File: config.mk
export PLATFORM = sky130hd
export DESIGN_NAME = spi_edge_sync
export DESIGN_NICKNAME = d
export VERILOG_FILES = /design/src/rtl/spi_edge_sync.sv
export SDC_FILE = /design/constraint.sdc
export NUM_CORES = 1
export LEC_CHECK = 0
export CORE_AREA = 10 10 47 49
export DETAILED_ROUTE_END_ITERATION = 10
export DIE_AREA = 0 0 57 59
export MAX_ROUTING_LAYER = met4
export PLACE_DENSITY_LB_ADDON = 0.1
export SLEW_MARGIN = 40
export SYNTH_ARGS = -nofsm -noshare
export SYNTH_HDL_FRONTEND = slang
export SYNTH_SLANG_ARGS = --single-unit
File: constraint.sdc
create_clock -name clk -period 0.87 [get_ports clk]
set_clock_uncertainty 0.05 [all_clocks]
set_input_delay 0.174 -clock clk [delete_from_list [all_inputs] [get_ports clk]]
set_output_delay 0.174 -clock clk [all_outputs]
set_load 0.01 [all_outputs]
File: src/rtl/spi_edge_sync.sv
// Synchronizes SCLK/SS_n/MOSI into clk and detects edges.
// Out: sclk_rise/fall, ss_fall/rise, mosi_s, ss_n_s.
module spi_edge_sync (
  input  logic clk,
  input  logic rst,
  input  logic SCLK,
  input  logic SS_n,
  input  logic MOSI,
  output logic sclk_rise,
  output logic sclk_fall,
  output logic ss_fall,
  output logic ss_rise,
  output logic mosi_s,
  output logic ss_n_s
);

  logic [2:0] sclk_ff;
  logic [2:0] ss_ff;
  logic [1:0] mosi_ff;

  // All flops reset high so a released reset with
  // idle bus produces no spurious edge.
  always_ff @(posedge clk) begin
    if (rst) begin
      sclk_ff <= 3'b111;
      ss_ff   <= 3'b111;
      mosi_ff <= 2'b11;
    end else begin
      sclk_ff <= {sclk_ff[1:0], SCLK};
      ss_ff   <= {ss_ff[1:0], SS_n};
      mosi_ff <= {mosi_ff[0], MOSI};
    end
  end

  assign sclk_rise = sclk_ff[1] & ~sclk_ff[2];
  assign sclk_fall = ~sclk_ff[1] & sclk_ff[2];
  assign ss_rise   = ss_ff[1] & ~ss_ff[2];
  assign ss_fall   = ~ss_ff[1] & ss_ff[2];
  assign mosi_s    = mosi_ff[1];
  assign ss_n_s    = ss_ff[1];

endmodule

final_clocks.png
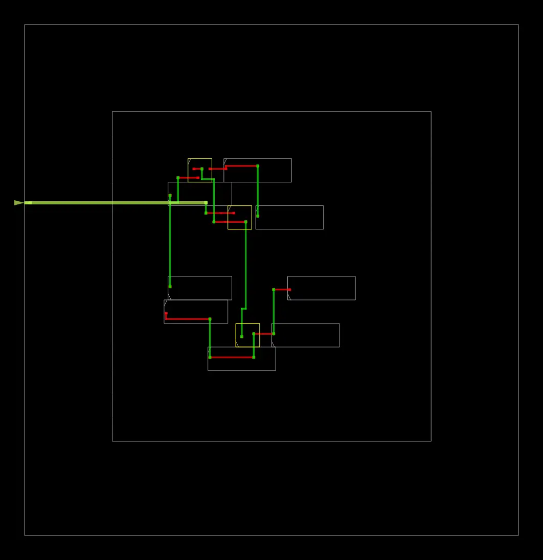
Flops: 8
Clock Sinks: 8

met3.png
Scale: 6 px per micron.
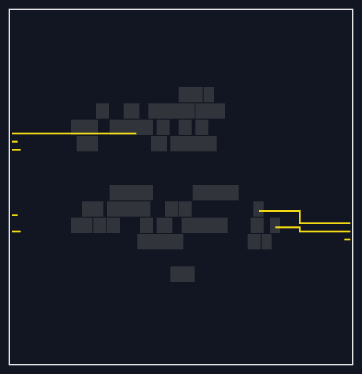
- wire length on this layer: 54.7 microns
- nets with wire on the layer: 8
- main direction: horizontal
- longest straight run: 20.5 microns

drive_strength.png
Scale: 4 px per micron.
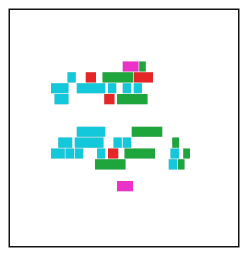
- cyan: drive 1 or less (cells 18)
- red: drive 3 to 4 (cells 4)
- magenta: drive 6 and up (cells 2)
- green: drive 2 (cells 9)

wire_density.png
Scale: 6 px per micron. 11 x 12 tiles, from dark purple (low) to yellow (high), scaled to the fullest tile. Values are wire area over tile area, all layers added.
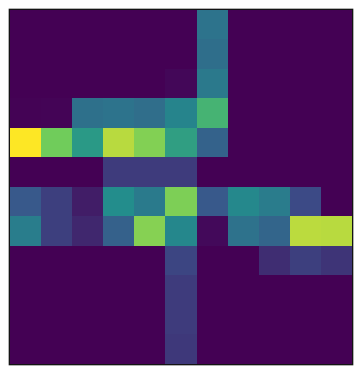
- densest ninth of the die: center
- fullest tile: 0.15
- mean over tiles: 0.021
- nearly empty tiles: 65%

cell_classes.png
Scale: 8 px per micron.
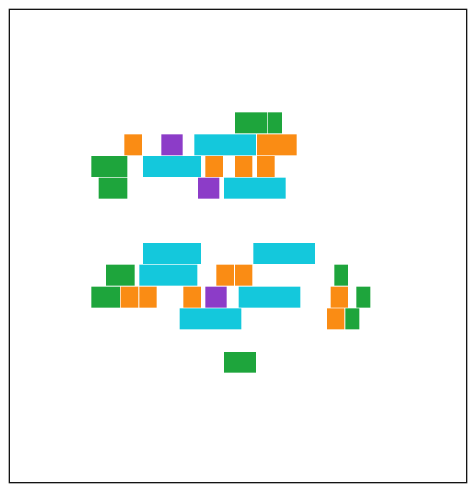
- purple: cells driving clock nets (cells 3; share of their area 6.3%)
- green: other buffers and delay cells (cells 10; share of their area 24%)
- orange: all other logic (cells 12; share of their area 23%)
- cyan: flip-flops (cells 8; share of their area 47%)

==> reports/metrics.yaml <==
maxPowerGroup: "sequential cells"
ys_seq_share: 0.681
holdPathStages: 2
critPathMaxFanout: 2
switchingPower_uw: 133
cp.required_ns: 0.65
drive_above_1_share: 0.455
ant_nets: 0
start_kind: "flop"
placed_cell_area_sq_um: 355
dr.pass1.iters: 1
cts_tree: "yes"
vias: 169
h-tree-depth: 1
top_cells_by_area: "dfxtp_1 (68%), or2_1 (21%), nor2b_1 (11%)"
die-height_microns: 59
ys_async_sr_fraction: 0
diodes: 0
yosys.area.top_type: "dfxtp_1"
power_density_nw_per_um2: 1880
cp-startpoint: "sclk_ff[2]"
finalHoldViolations: 0
die-width_microns: 57
switching_share: 0.188
cts_max_path_buffers: 2
max_freq_mhz: 942
drc_errors: 0
grt_use_total: 0.0276
setup_viol: 6
wl_per_cell_microns: 8.49
cts_hold_buf: 0
initCoreUtil: 0.168
design_area_sq_um: 377
core_area_sq_um: 1400
nFillCells: 160
clk_pin_slew_worst_paths_ns: 0.05
drv_slew: 0
drt_iter0_drc: 0
overflow: 0
synth-edff-count: 0
ys_area_sq_um: 235
cp.arrival_ns: 0.84
p_int_uw: 577
violations: "negative setup slack"
crit_path_max_incr_delay_ns: 0.34
cts_setup_buffers: 0
grt_pass1_vias: 179
p_seq_frac: 0.550
rsz0062_at_grt: "yes"
fp_nets: 25
synth.cell_area_sq_um: 235
setup_tns_ns: -0.748
run_status: "finished, violations left"
num-nets-final: 40
ff_type: "dfxtp_1"
grt_max_degree: 9
p_leak_uw: 0.000162
crit_chain: "nor2b_1, buf_2"
fin_crit_ns: 1.06
row_count: 14
port_buffers: 10
place_inst: 46
comb-power_uw: 52.7
setup_slack_ns: -0.192
worst max-delay path, delay by kind of cell, from the launching register on:
kind | cells | cell delay [ns]
buf+inv | 1 | 0.13
flops | 1 | 0.34
simple gates | 1 | 0.12
metrics by stage:
step	hold WS [ns]	power (uW)	setup WS, ns	utilization
finish	0.217	710	-0.192	0.269
global route	0.269	759	-0.263	0.269
CTS	0.354	722	-0.194	0.252
detailed placement	0.342	454	-0.371	0.254
global placement	0.336	453	-0.351	0.254
floorplan	0.221	412	0.0368	-
path summary, 6_finish.rpt:
check,endpoint,slack [ns]
worst max-delay path,sclk_fall,-0.19
worst min-delay path,sclk_ff[2],0.22
worst max register to register,ss_ff[2],0.18
worst min register to register,sclk_ff[1],0.35
what timing repair did:
item / in CTS / in global routing
gates resized: 28 / 5
pin swaps: 0 / 0
endpoints found under the hold margin: 0 / 0
endpoints found under the setup margin: 6 / 13
cells by family after synthesis:
kind of cell	share of synthesized area
and+or+nand+nor	0.319
DFF	0.681
sequential cells by signal, summed over array words and instances (netlist names):
name	flops
sclk_ff	3
ss_ff	3
mosi_ff	2
cells in the final DEF, fill, tap and decap left out:
cell             n
or2_1            8
dfxtp_2          5
buf_2            4
nor2b_1          3
clkbuf_4         3
clkdlybuf4s50_1  3
dfxtp_1          3
buf_6            2
nor2b_4          1
dlymetal6s2s_1   1
final cells by class:
type                       instances  area, sq um  share of cell area
tap                               16         20.0              0.0532
timing repair buffer              10         85.1               0.226
sequential                         8          166               0.442
multi-input combinational         12         82.6               0.219
clock buffer                       3         22.5              0.0598
layer usage:
metal	track usage	share of wire
met1	0.0191	0.42
met2	0.0357	0.45
met3	0.0300	0.13
met4	0.0302	0
met5	-	0
No activity file was given, so power comes from the tool's default toggle rates.
